Run 1, layout detail:
Window x 41 to 81, y 41 to 81 um. Cells in grey, sequential cells in the stronger grey; small squares are vias.
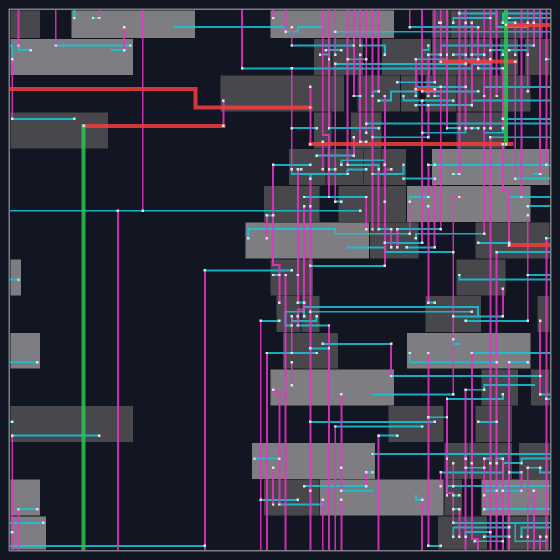
Run 1, ports around the boundary:
Drawn at 4 px/um. Pins as bars across the die edge, other pins in grey.
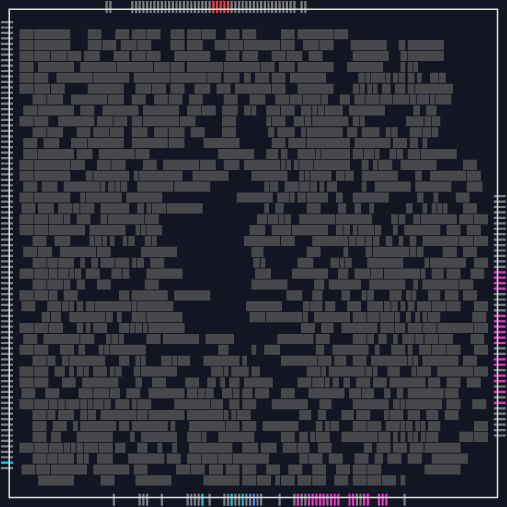
Run 1, wiring by layer:
Drawn at 3 px/um. Only two layers are drawn.
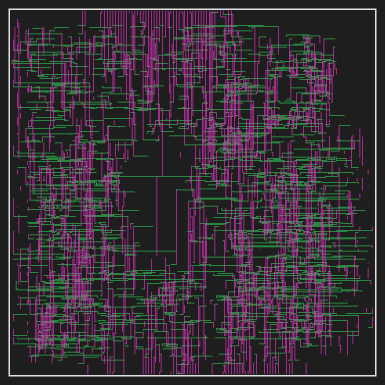
--- src/rtl/exe_lsu_if.sv ---
// rtl/exe_lsu_if.sv - pipeline-side and data-memory-side bundles for exe_lsu
interface exe_lsu_if #(
    parameter int XLEN = 32
);
    logic            in_valid;
    logic            in_ready;
    logic [3:0]      in_op;
    logic [XLEN-1:0] in_addr;
    logic [XLEN-1:0] in_wdata;
    logic [4:0]      in_rd;
    logic            in_flush;
    logic            out_valid;
    logic            out_wen;
    logic [4:0]      out_rd;
    logic [XLEN-1:0] out_data;
    logic [1:0]      out_err;

    modport master (
        output in_valid, in_op, in_addr, in_wdata, in_rd, in_flush,
        input  in_ready, out_valid, out_wen, out_rd, out_data, out_err
    );
    modport slave (
        input  in_valid, in_op, in_addr, in_wdata, in_rd, in_flush,
        output in_ready, out_valid, out_wen, out_rd, out_data, out_err
    );
endinterface

interface exe_lsu_mem_if #(
    parameter int XLEN = 32
);
    logic              mem_req;
    logic              mem_we;
    logic [XLEN-1:0]   mem_addr;
    logic [XLEN/8-1:0] mem_be;
    logic [XLEN-1:0]   mem_wdata;
    logic              mem_gnt;
    logic              mem_rvalid;
    logic [XLEN-1:0]   mem_rdata;

    modport master (
        output mem_req, mem_we, mem_addr, mem_be, mem_wdata,
        input  mem_gnt, mem_rvalid, mem_rdata
    );
    modport slave (
        input  mem_req, mem_we, mem_addr, mem_be, mem_wdata,
        output mem_gnt, mem_rvalid, mem_rdata
    );
endinterface

--- src/rtl/exe_lsu.sv ---
// rtl/exe_lsu.sv - single-outstanding load/store unit with lane alignment, timeout and flush
module exe_lsu #(
    parameter int XLEN    = 32,
    parameter int TIMEOUT = 255
) (
    input  logic           clk_i,
    input  logic           rst_ni,
    exe_lsu_if.slave       alu_io,
    exe_lsu_mem_if.master  mem_io
);
    localparam int NB   = XLEN / 8;
    localparam int OFFW = $clog2(NB);
    localparam int CW   = $clog2(TIMEOUT + 1);

    typedef enum logic [1:0] {IDLE, REQ, WAIT, DONE} state_e;

    state_e            state_q, state_d;
    logic              kill_q, kill_d;
    logic [CW-1:0]     cnt_q, cnt_d;
    logic              store_q, store_d;
    logic [2:0]        f3_q, f3_d;
    logic [OFFW-1:0]   off_q, off_d;
    logic [4:0]        rd_q, rd_d;
    logic [XLEN-1:0]   data_q, data_d;
    logic [1:0]        err_q, err_d;
    logic [XLEN-1:0]   maddr_q, maddr_d;
    logic [NB-1:0]     be_q, be_d;
    logic [XLEN-1:0]   wdata_q, wdata_d;
    logic              we_q, we_d;

    logic              st_w;
    logic [2:0]        f3_w;
    logic [OFFW-1:0]   off_w;
    logic              illegal_w;
    logic              misal_w;
    logic [NB-1:0]     be_w;
    logic [XLEN-1:0]   wdata_sh_w;
    logic [XLEN-1:0]   addr_al_w;
    logic [XLEN-1:0]   rsh_w;
    logic [XLEN-1:0]   ext_w;
    logic [CW-1:0]     cnt_inc_w;

    // Decode of the offered operation; only meaningful while IDLE
    always_comb begin
        st_w       = alu_io.in_op[3];
        f3_w       = alu_io.in_op[2:0];
        off_w      = alu_io.in_addr[OFFW-1:0];
        illegal_w  = (f3_w == 3'b111) || (st_w && f3_w[2]) ||
                     ((XLEN == 32) && ((f3_w == 3'b011) || (f3_w == 3'b110)));
        case (f3_w[1:0])
            2'b00:   misal_w = 1'b0;
            2'b01:   misal_w = alu_io.in_addr[0];
            2'b10:   misal_w = |alu_io.in_addr[1:0];
            default: misal_w = |alu_io.in_addr[2:0];
        endcase
        be_w = '0;
        for (int i = 0; i < NB; i++) begin
            be_w[i] = (i >= int'(off_w)) && (i < int'(off_w) + (1 << f3_w[1:0]));
        end
        wdata_sh_w = alu_io.in_wdata << {off_w, 3'b000};
        addr_al_w  = {alu_io.in_addr[XLEN-1:OFFW], {OFFW{1'b0}}};
    end

    always_comb begin
        rsh_w = mem_io.mem_rdata >> {off_q, 3'b000};
        case (f3_q)
            3'b000:  ext_w = XLEN'($signed(rsh_w[7:0]));
            3'b100:  ext_w = XLEN'(rsh_w[7:0]);
            3'b001:  ext_w = XLEN'($signed(rsh_w[15:0]));
            3'b101:  ext_w = XLEN'(rsh_w[15:0]);
            3'b010:  ext_w = XLEN'($signed(rsh_w[31:0]));
            3'b110:  ext_w = XLEN'(rsh_w[31:0]);
            default: ext_w = rsh_w;
        endcase
        cnt_inc_w = cnt_q + CW'(1);
    end

    always_comb begin
        state_d = state_q;
        kill_d  = kill_q;
        cnt_d   = cnt_q;
        store_d = store_q;
        f3_d    = f3_q;
        off_d   = off_q;
        rd_d    = rd_q;
        data_d  = data_q;
        err_d   = err_q;
        maddr_d = maddr_q;
        be_d    = be_q;
        wdata_d = wdata_q;
        we_d    = we_q;
        case (state_q)
            IDLE: begin
                if (alu_io.in_valid && !alu_io.in_flush) begin
                    store_d = st_w;
                    f3_d    = f3_w;
                    off_d   = off_w;
                    rd_d    = alu_io.in_rd;
                    data_d  = '0;
                    cnt_d   = '0;
                    kill_d  = 1'b0;
                    if (illegal_w) begin
                        err_d   = 2'b11;
                        state_d = DONE;
                    end else if (misal_w) begin
                        err_d   = 2'b01;
                        state_d = DONE;
                    end else begin
                        err_d   = 2'b00;
                        state_d = REQ;
                        maddr_d = addr_al_w;
                        be_d    = be_w;
                        wdata_d = wdata_sh_w;
                        we_d    = st_w;
                    end
                end
            end
            REQ: begin
                // A grant wins over a coincident flush: the access has left, only the result is dropped
                if (mem_io.mem_gnt) begin
                    kill_d  = alu_io.in_flush;
                    cnt_d   = '0;
                    state_d = store_q ? DONE : WAIT;
                end else if (alu_io.in_flush) begin
                    state_d = IDLE;
                end
            end
            WAIT: begin
                if (alu_io.in_flush) kill_d = 1'b1;
                if (mem_io.mem_rvalid) begin
                    data_d  = ext_w;
                    state_d = (kill_q || alu_io.in_flush) ? IDLE : DONE;
                end else if (cnt_inc_w == CW'(TIMEOUT)) begin
                    err_d   = 2'b10;
                    state_d = (kill_q || alu_io.in_flush) ? IDLE : DONE;
                end else begin
                    cnt_d = cnt_inc_w;
                end
            end
            DONE: begin
                state_d = IDLE;
            end
            default: state_d = IDLE;
        endcase
    end

    always_ff @(posedge clk_i or negedge rst_ni) begin
        if (!rst_ni) begin
            state_q <= IDLE;
            kill_q  <= 1'b0;
            cnt_q   <= '0;
            store_q <= 1'b0;
            f3_q    <= '0;
            off_q   <= '0;
            rd_q    <= '0;
            data_q  <= '0;
            err_q   <= '0;
            maddr_q <= '0;
            be_q    <= '0;
            wdata_q <= '0;
            we_q    <= 1'b0;
        end else begin
            state_q <= state_d;
            kill_q  <= kill_d;
            cnt_q   <= cnt_d;
            store_q <= store_d;
            f3_q    <= f3_d;
            off_q   <= off_d;
            rd_q    <= rd_d;
            data_q  <= data_d;
            err_q   <= err_d;
            maddr_q <= maddr_d;
            be_q    <= be_d;
            wdata_q <= wdata_d;
            we_q    <= we_d;
        end
    end

    assign alu_io.in_ready  = (state_q == IDLE);
    assign alu_io.out_valid = (state_q == DONE) && !kill_q && !alu_io.in_flush;
    assign alu_io.out_wen   = alu_io.out_valid && !store_q && (err_q == 2'b00) && (rd_q != 5'd0);
    assign alu_io.out_rd    = rd_q;
    assign alu_io.out_data  = data_q;
    assign alu_io.out_err   = err_q;

    assign mem_io.mem_req   = (state_q == REQ);
    assign mem_io.mem_we    = we_q;
    assign mem_io.mem_addr  = maddr_q;
    assign mem_io.mem_be    = be_q;
    assign mem_io.mem_wdata = wdata_q;
endmodule

--- src/flat_wrapper.sv ---
// flat-port wrapper written by rule: the top's interface ports become plain ports
module exe_lsu_flat 
#(
    parameter int XLEN    = 32,
    parameter int TIMEOUT = 255
)
  (clk_i, rst_ni, alu_io_in_valid, alu_io_in_op, alu_io_in_addr, alu_io_in_wdata, alu_io_in_rd, alu_io_in_flush, alu_io_in_ready, alu_io_out_valid, alu_io_out_wen, alu_io_out_rd, alu_io_out_data, alu_io_out_err, mem_io_mem_req, mem_io_mem_we, mem_io_mem_addr, mem_io_mem_be, mem_io_mem_wdata, mem_io_mem_gnt, mem_io_mem_rvalid, mem_io_mem_rdata);
  exe_lsu_if #(.XLEN(XLEN)) alu_io_i ();
  exe_lsu_mem_if #(.XLEN(XLEN)) mem_io_i ();
  input  logic clk_i;
  input  logic rst_ni;
  input wire logic [$bits(alu_io_i.in_valid)-1:0] alu_io_in_valid;
  input wire logic [$bits(alu_io_i.in_op)-1:0] alu_io_in_op;
  input wire logic [$bits(alu_io_i.in_addr)-1:0] alu_io_in_addr;
  input wire logic [$bits(alu_io_i.in_wdata)-1:0] alu_io_in_wdata;
  input wire logic [$bits(alu_io_i.in_rd)-1:0] alu_io_in_rd;
  input wire logic [$bits(alu_io_i.in_flush)-1:0] alu_io_in_flush;
  output wire logic [$bits(alu_io_i.in_ready)-1:0] alu_io_in_ready;
  output wire logic [$bits(alu_io_i.out_valid)-1:0] alu_io_out_valid;
  output wire logic [$bits(alu_io_i.out_wen)-1:0] alu_io_out_wen;
  output wire logic [$bits(alu_io_i.out_rd)-1:0] alu_io_out_rd;
  output wire logic [$bits(alu_io_i.out_data)-1:0] alu_io_out_data;
  output wire logic [$bits(alu_io_i.out_err)-1:0] alu_io_out_err;
  output wire logic [$bits(mem_io_i.mem_req)-1:0] mem_io_mem_req;
  output wire logic [$bits(mem_io_i.mem_we)-1:0] mem_io_mem_we;
  output wire logic [$bits(mem_io_i.mem_addr)-1:0] mem_io_mem_addr;
  output wire logic [$bits(mem_io_i.mem_be)-1:0] mem_io_mem_be;
  output wire logic [$bits(mem_io_i.mem_wdata)-1:0] mem_io_mem_wdata;
  input wire logic [$bits(mem_io_i.mem_gnt)-1:0] mem_io_mem_gnt;
  input wire logic [$bits(mem_io_i.mem_rvalid)-1:0] mem_io_mem_rvalid;
  input wire logic [$bits(mem_io_i.mem_rdata)-1:0] mem_io_mem_rdata;
  assign alu_io_i.in_valid = alu_io_in_valid;
  assign alu_io_i.in_op = alu_io_in_op;
  assign alu_io_i.in_addr = alu_io_in_addr;
  assign alu_io_i.in_wdata = alu_io_in_wdata;
  assign alu_io_i.in_rd = alu_io_in_rd;
  assign alu_io_i.in_flush = alu_io_in_flush;
  assign alu_io_in_ready = alu_io_i.in_ready;
  assign alu_io_out_valid = alu_io_i.out_valid;
  assign alu_io_out_wen = alu_io_i.out_wen;
  assign alu_io_out_rd = alu_io_i.out_rd;
  assign alu_io_out_data = alu_io_i.out_data;
  assign alu_io_out_err = alu_io_i.out_err;
  assign mem_io_mem_req = mem_io_i.mem_req;
  assign mem_io_mem_we = mem_io_i.mem_we;
  assign mem_io_mem_addr = mem_io_i.mem_addr;
  assign mem_io_mem_be = mem_io_i.mem_be;
  assign mem_io_mem_wdata = mem_io_i.mem_wdata;
  assign mem_io_i.mem_gnt = mem_io_mem_gnt;
  assign mem_io_i.mem_rvalid = mem_io_mem_rvalid;
  assign mem_io_i.mem_rdata = mem_io_mem_rdata;
  exe_lsu #(.XLEN(XLEN), .TIMEOUT(TIMEOUT)) u_core (.clk_i(clk_i), .rst_ni(rst_ni), .alu_io(alu_io_i), .mem_io(mem_io_i));
endmodule
--- config.mk ---
export PLATFORM = sky130hd
export DESIGN_NAME = exe_lsu_flat
export DESIGN_NICKNAME = d
export VERILOG_FILES = /design/src/rtl/exe_lsu_if.sv /design/src/rtl/exe_lsu.sv /design/src/flat_wrapper.sv
export SDC_FILE = /design/constraint.sdc
export NUM_CORES = 1
export LEC_CHECK = 0
export CAP_MARGIN = 20
export CORE_MARGIN = 2
export CORE_UTILIZATION = 45
export DETAILED_ROUTE_END_ITERATION = 10
export PLACE_DENSITY = 0.77
export SLEW_MARGIN = 20
export SYNTH_ARGS = -nofsm -noshare
export SYNTH_HDL_FRONTEND = slang
export SYNTH_SLANG_ARGS = --single-unit
--- constraint.sdc ---
create_clock -name clk_i -period 3.3 [get_ports clk_i]
set_input_delay 0.33 -clock clk_i [delete_from_list [all_inputs] [get_ports clk_i]]
set_output_delay 0.33 -clock clk_i [all_outputs]
set_load 0.005 [all_outputs]
==> flow_metrics.tcl, run 1 <==
# implementation run metrics
set metrics [dict create \
    whs_ns -0.0534 \
    cap_violations 0 \
    synth-adder-area-share_pct 1.93 \
    synthCells 599 \
    layout.non_clock_buffers 231 \
    failed_checks "negative hold slack" \
    cts_max_level 4 \
    tool_warnings 31 \
    final_common_cell "clkdlybuf4s50_1" \
    cts_made_buffers 17 \
    placeableCoreArea_sq_um 13400 \
    biggest_area_cells "dfrtp_1 49%, mux2_2 9.8%, nand2_1 5.7%, mux2i_1 5.6%, o21ai_0 4.2%" \
    nClkBuffers 18 \
    vdd_drop_max_uv 514 \
    outcome "finished, violations left" \
    clk-power_uw 1900 \
    layout-area-overhead-vs-synth_pct 47.3 \
    area_share_clock_buf_inv_pct 6.56 \
    post_cts_hold_buffer_count 0 \
    sh_comb_area_pct 31.8 \
    switching_share_pct 32.2 \
    asyncSetResetFlopFracSynth_pct 100 \
    cts_root_buf "clkbuf_16" \
    ys_chip_area_sq_um 6230 \
    grt_first_pass_wirelength_um 27700 \
    cp-end-kind "primary output" \
    final_cell_area_sq_um 9180 \
    finalCoreUtilization_pct 68.5 \
    detail_route.wl_per_cell_um 17.4 \
    multi_input_gate_area_in_the_final_layout_sq_um 2920 \
    worst_r2r_startpoint "u_core.cnt_q[0]" \
    timing.final.hold_violations 77 \
    final-max-slew-violation-count 0 \
    worst_setup_hold_path_clk_slew_ns 0.06 \
    seq-cell-share_pct 33.5 \
    synth_top_flop_cell "dfrtp_1" \
    crit_required_ns 2.97 \
    internal_power_uw 5170 \
    power_leader "combinational cells" \
    drc 0 \
    drt-total-wl_um 17200 \
    simple_gate_share_pct 12.6 \
    topCombFamilyByArea "AND-OR/OR-AND gates" \
    floorplan.io_pins 223 \
    synth_largest_type_area_fraction_pct 49.4 \
    global_route.usage.met3_pct 7.44 \
    synth.avg_cell_area_sq_um 10.4 \
    detailedRoute.firstIterationViolations 482 \
]
## Picture notes: 'layout detail'
Key: M3 = red; M4 = green; M1 = cyan; M2 = magenta
55 logic cells have their middle in the window. Sequential cells in the window: 11. Most frequent: dfrtp_1 (11), nand2_1 (6), mux2_2 (5). Netlist names of flops here include u_core.f3_q (3), u_core.alu_io.out_data (2), u_core.mem_io.mem_addr (2).

## Picture notes: 'ports around the boundary'
Key: alu_io_in_rd = red [pins 5, direction input, edge north]; mem_io_mem_rdata = magenta [pins 32, direction input, edge 16 east, 16 south]; mem_io_mem_we = blue [pins 1, direction output, edge south]; mem_io_mem_be = cyan [pins 4, direction output, edge 3 south, 1 west]

## Picture notes: 'wiring by layer'
Key: M2 = magenta [wire length 8510 um]; M1 = green [wire length 7070 um]

## run 1: flip-flops by register name, indices dropped and copies added, names as in the netlist
name,flops
u_core.f3_q,3
u_core.cnt_q,8
u_core.mem_io.mem_we,1
u_core.kill_q,1
u_core.mem_io.mem_wdata,32
u_core.off_q,2
u_core.mem_io.mem_addr,30
u_core.alu_io.out_rd,5
u_core.store_q,1
u_core.alu_io.out_data,32
u_core.alu_io.out_err,2
u_core.mem_io.mem_be,4
u_core.state_q,2
## run 1: critical path: stages, from the launching register on
cell and delay, ns:
dfrtp_1 0.44, ha_1 0.17, nor3b_1 0.24, nand2_1 0.09
a21oi_1 0.15, clkdlybuf4s50_1 0.54
## run 1: layer usage
layer	vias up	wire length, um
met2	205	8510
met4	0	308
li1	2552	-
met5	-	0
met3	26	1350
met1	2579	7070
Run 1, placement view:
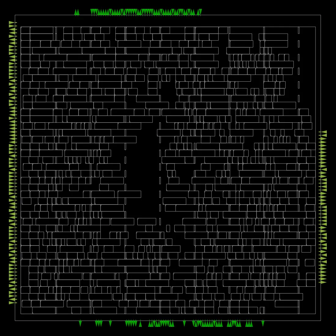

## Run 2: what changed since run 1
--- a/config.mk
+++ b/config.mk
@@ -7,9 +7,9 @@
 export LEC_CHECK = 0
 export CAP_MARGIN = 20
 export CORE_MARGIN = 2
-export CORE_UTILIZATION = 45
+export CORE_UTILIZATION = 41
 export DETAILED_ROUTE_END_ITERATION = 10
-export PLACE_DENSITY = 0.77
+export PLACE_DENSITY = 0.74
 export SLEW_MARGIN = 20
 export SYNTH_ARGS = -nofsm -noshare
 export SYNTH_HDL_FRONTEND = slang
==> constraint.sdc (replaced) <==
create_clock -name clk_i -period 2 [get_ports clk_i]
set_input_delay 0.2 -clock clk_i [delete_from_list [all_inputs] [get_ports clk_i]]
set_output_delay 0.2 -clock clk_i [all_outputs]
set_load 0.005 [all_outputs]
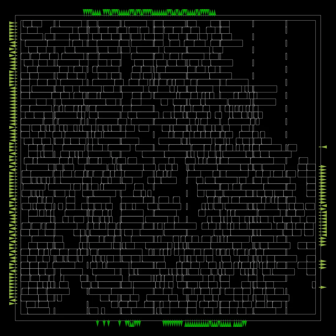
Run 2: placement view
Non-Filler Instances: 1052
Seq/total area: 31.8%

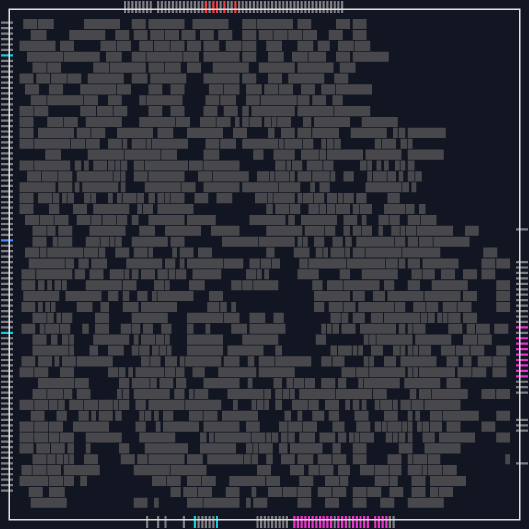
Run 2: ports around the boundary
Drawn at 4 px/um. Pins as bars across the die edge, other pins in grey.
Key: mem_io_mem_rdata = magenta [pins 32, direction input, edge 23 south, 9 east]; mem_io_mem_be = cyan [pins 4, direction output, edge 2 west, 2 south]; alu_io_in_rd = red [pins 5, direction input, edge north]; mem_io_mem_we = blue [pins 1, direction output, edge west]
All pins by edge: 87 west, 59 north, 47 south, 30 east.

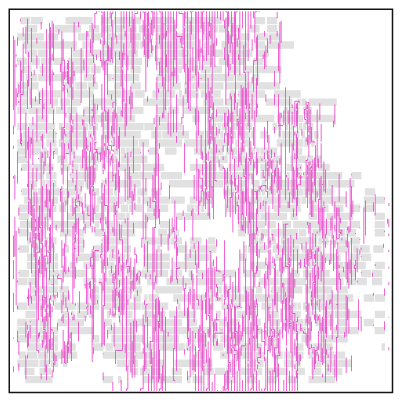
Run 2: metal 2
Drawn at 3 px/um. Cells faint in the background.
The layer carries 9620 um of wire. 873 nets have wire on it. The longest straight run is 57.1 um.

==> flow_metrics.tcl, run 2 <==
# implementation run metrics
set metrics [dict create \
    route.met3.wl_um 1620 \
    switching_share_pct 32.5 \
    outcome "complete, no violations" \
    placeableCoreArea_sq_um 15000 \
    cts_max_level 4 \
    cp-end-kind "flip-flop" \
    ys_chip_area_sq_um 6230 \
    postCtsSetupRepairBufs 3 \
    timing.final.hold_violations 0 \
    max_slew_margin_pct 55.3 \
    synth_largest_type_area_fraction_pct 49.4 \
    rrSetupSlack_ns 0.003 \
    worst_slew_pin_slew_ns 0.670 \
    grt_setup_unrepaired "true" \
    layout.non_clock_buffers 278 \
    final_common_cell "clkdlybuf4s50_1" \
    detailedRoute.firstIterationViolations 339 \
    top_cell "dfrtp_1" \
    tool_warnings 35 \
    finalCoreUtilization_pct 64.5 \
    clock-skew-final_ns 0.0131 \
    ys.warnings.count 0 \
    layout-area-overhead-vs-synth_pct 55.5 \
    cts_tree "yes" \
    route.antenna.remaining_nets 0 \
    nClkBuffers 17 \
    worstRegToRegCells 7 \
    floorplan.die.height_um 127 \
    cts_made_buffers 17 \
    fp.dieW_um 127 \
    worst_setup_path_start_kind "flip-flop" \
    sequential_cell_total 123 \
    final-max-slew-violation-count 0 \
    multi_input_gate_area_in_the_final_layout_sq_um 3030 \
    synth.avg_cell_area_sq_um 10.4 \
    worst_r2r_startpoint "u_core.cnt_q[0]" \
    detail_route.wl_per_cell_um 17.9 \
    cts_root_buf "clkbuf_16" \
    hold_path_class "in -> async" \
    dpl.hpwl_um 14000 \
    dr_wl_met2_um 9620 \
    area_share_clock_buf_inv_pct 6.20 \
    final_nets 971 \
    biggest_area_cells "dfrtp_1 49%, mux2_2 9.8%, nand2_1 5.7%, mux2i_1 5.6%, o21ai_0 4.2%" \
    sequentialPowerShare_pct 32.3 \
    crit_path_max_fanout 5 \
    synthCells 599 \
    synth_top_flop_cell "dfrtp_1" \
    vdd_drop_max_uv 734 \
    power.share.clock_pct 23.8 \
    sh_comb_area_pct 31.3 \
    final.setup.tns_ns 0 \
    crit_required_ns 2.30 \
    finalPower_uw 13100 \
    internal_power_uw 8860 \
    maximum_clock_frequency_mhz 501 \
    drt-total-wl_um 18900 \
    grt_first_pass_wirelength_um 29700 \
    asyncSetResetFlopFracSynth_pct 100 \
    powerSeq_uw 4230 \
    whs_ns 0.387 \
    global_route.usage.met2_pct 40.3 \
    clk-power_uw 3120 \
    preCtsSetupSlack_ns -0.303 \
    floorplan.io_pins 223 \
    drc 0 \
    post_cts_hold_buffer_count 1 \
    sequential_cell_area_sq_um 3080 \
    global_route.usage.met3_pct 8.50 \
    worst_setup_hold_path_clk_slew_ns 0.06 \
    wl_met1_um 7310 \
    ys_seq_share_pct 49.4 \
    cap_violations 0 \
    power_switching_uw 4260 \
    route.top_layer_used "met4" \
    power_leader "combinational cells" \
    n_fill_cell 1161 \
    finalSetupViolCount 0 \
    num_antenna_cells 0 \
    final_cell_area_sq_um 9690 \
]
run 2: netlist changes by cell type in the layout (fill, tap and decap cells not counted), moves of 4 or more:
cell | previous run | this run
dfrtp_1 | 123 | 118
dfrtp_2 | 0 | 5
buf_4 | 8 | 51
ha_1 | 8 | 4
run 2: cells by family after synthesis:
group	share of synthesized area (%)
and+or+nand+nor	12.6
AOI/OAI and AO/OA	16.1
DFF	49.4
muxes	16.0
buffers and inverters	3.92
adders and majority gates	1.93
other	0.0602
run 2: critical path, stage by stage (launching register included):
cell	delay (ns)
dfrtp_2	0.45
inv_2	0.08
ha_4	0.12
nand4b_1	0.09
mux2_4	0.29
a221oi_4	0.33
o221ai_2	0.19
mux2_4	0.33
Run 2, wiring by layer:
Drawn at 3 px/um. Only two layers are drawn.
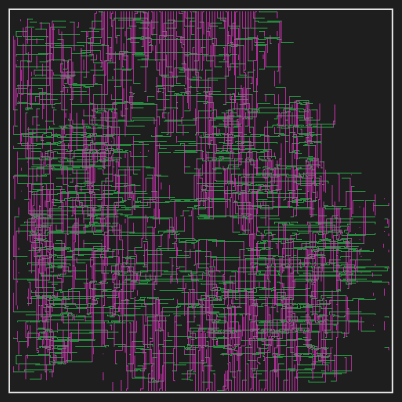

## Run 3: what changed since run 2
--- a/config.mk
+++ b/config.mk
@@ -6,10 +6,12 @@
 export NUM_CORES = 1
 export LEC_CHECK = 0
 export CAP_MARGIN = 20
+export CORE_ASPECT_RATIO = 0.9
 export CORE_MARGIN = 2
-export CORE_UTILIZATION = 41
+export CORE_UTILIZATION = 45
 export DETAILED_ROUTE_END_ITERATION = 10
-export PLACE_DENSITY = 0.74
+export HOLD_SLACK_MARGIN = 0.1
+export PLACE_DENSITY = 0.77
 export SLEW_MARGIN = 20
 export SYNTH_ARGS = -nofsm -noshare
 export SYNTH_HDL_FRONTEND = slang
==> constraint.sdc (replaced) <==
create_clock -name clk_i -period 2.5 [get_ports clk_i]
set_input_delay 0.25 -clock clk_i [delete_from_list [all_inputs] [get_ports clk_i]]
set_output_delay 0.25 -clock clk_i [all_outputs]
set_load 0.005 [all_outputs]
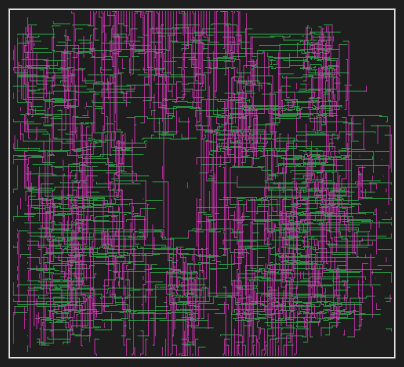
Run 3: wiring by layer
Drawn at 3 px/um. Only two layers are drawn.
Key: M2 = magenta [wire length 9420 um]; M1 = green [wire length 7330 um]

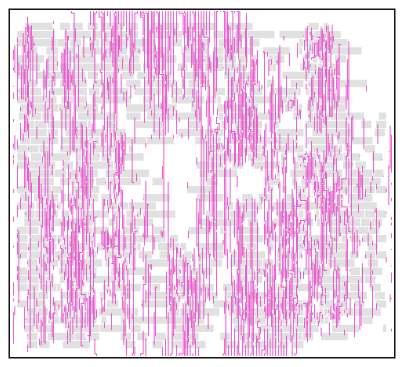
Run 3: metal 2
Drawn at 3 px/um. Cells faint in the background.
vias post-DR: 5532
Total Wirelength: 18600 um

==> flow_metrics.tcl, run 3 <==
# implementation run metrics
set metrics [dict create \
    cts_max_level 4 \
    biggest_area_cells "dfrtp_1 49%, mux2_2 9.8%, nand2_1 5.7%, mux2i_1 5.6%, o21ai_0 4.2%" \
    crit_path_cell_trace "ha_1 -> nand3_1 -> mux2_2 -> a221oi_4 -> o221ai_2 -> mux2_4" \
    max_slew_margin_pct 51.7 \
    powerSeq_uw 3370 \
    nClkBuffers 20 \
    worstRegToRegCells 6 \
    power.share.clock_pct 25.5 \
    timing.critical_path.slowest_cell_delay_ns 0.45 \
    detail_route.wl_per_cell_um 18.7 \
    power_switching_uw 3310 \
    dpl.hpwl_um 13600 \
    num_antenna_cells 0 \
    cts_root_buf "clkbuf_16" \
    ys.warnings.count 0 \
    cp.buffers_inverters 0 \
    floorplan.io_pins 223 \
    sh_comb_area_pct 31.6 \
    crit_path_max_fanout 9 \
    vdd_drop_max_uv 677 \
    worst_setup_path_start_kind "flip-flop" \
    floorplan.die.height_um 116 \
    top_cell "dfrtp_1" \
    clock-skew-final_ns 0.0106 \
    cts_tree "yes" \
    final_common_cell "clkdlybuf4s50_1" \
    whs_ns 0.390 \
    synth_top_flop_cell "dfrtp_1" \
    synth.avg_cell_area_sq_um 10.4 \
    cp-end-kind "flip-flop" \
    global_route.usage.met2_pct 44.1 \
    final.setup.tns_ns 0 \
    power_leader "combinational cells" \
    fp.dieW_um 128 \
    worst_r2r_startpoint "u_core.cnt_q[0]" \
    critPathLaunch "u_core.cnt_q[0]" \
    timing.final.hold_violations 0 \
    cpMaxStageDelayCell "dfrtp_1" \
    preCtsSetupSlack_ns 0.113 \
    worst_slew_pin_slew_ns 0.719 \
    route.antenna.remaining_nets 0 \
    dr_wl_met2_um 9420 \
    sequential_cell_area_sq_um 3080 \
    synth_largest_type_area_fraction_pct 49.4 \
    outcome "complete, no violations" \
    timing.critical_path.depth 6 \
    layout-area-overhead-vs-synth_pct 48.6 \
    layout.non_clock_buffers 240 \
    finalSetupViolCount 0 \
    asyncSetResetFlopFracSynth_pct 100 \
    wl_met1_um 7330 \
    area_share_clock_buf_inv_pct 6.85 \
    hold_path_class "in -> async" \
    grt_setup_unrepaired "false" \
    rrSetupSlack_ns 0.24 \
    worst_setup_hold_path_clk_slew_ns 0.05 \
    route.top_layer_used "met4" \
    cts_made_buffers 17 \
    multi_input_gate_area_in_the_final_layout_sq_um 2930 \
    ys_chip_area_sq_um 6230 \
    final-max-slew-violation-count 0 \
    switching_share_pct 32.0 \
    combPwrFrac_pct 41.9 \
    tool_warnings 31 \
    grt_first_pass_wirelength_um 29300 \
    clock-sinks 123 \
    worst_path_dominant_cell_family "multiplexers" \
    postCtsSetupRepairBufs 0 \
    finalCoreUtilization_pct 69.0 \
    cap_violations 0 \
    global_route.usage.met3_pct 8.77 \
    synthCells 599 \
    internal_power_uw 7030 \
    ys_seq_share_pct 49.4 \
    drc 0 \
    sequentialPowerShare_pct 32.6 \
    floorplanUtilization_pct 46.5 \
    crit_required_ns 2.79 \
    route.met3.wl_um 1540 \
    maximum_clock_frequency_mhz 442 \
    placeableCoreArea_sq_um 13400 \
    post_cts_hold_buffer_count 1 \
    n_fill_cell 1033 \
    clk-power_uw 2640 \
]
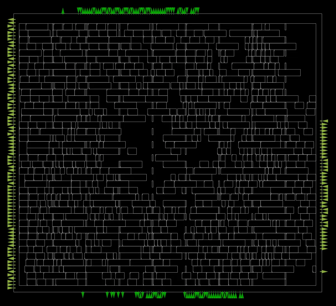
Run 3: placement view
layout sequential cell count: 123
Non-Filler Instances: 993

[run 3: cell counts after synthesis]
Identical to the previous run, type by type.
[run 3: metrics by stage]
step           std cells  power [uW]  area, sq um
2_1_floorplan        600        5310         6230
3_3_place_gp         961        7540         8610
3_5_place_dp         961        7670         8610
4_1_cts              993       10400         9250
5_1_grt              993       10900         9260
6_report             993       10300         9260
[run 3: logic make-up (layout without fill, tap and decap cells)]
group,Yosys count,after routing,share of synthesized area [%]
flip-flops,123,123,49.4
multiplexers,91,91,16.0
buffers and inverters,55,280,3.92
AND-OR/OR-AND,149,149,16.1
other,1,2,0.0602
AND/OR/NAND/NOR,171,171,12.6
adder cells (fa/ha/maj),9,9,1.93
No activity file was given, so power comes from the tool's default toggle rates.
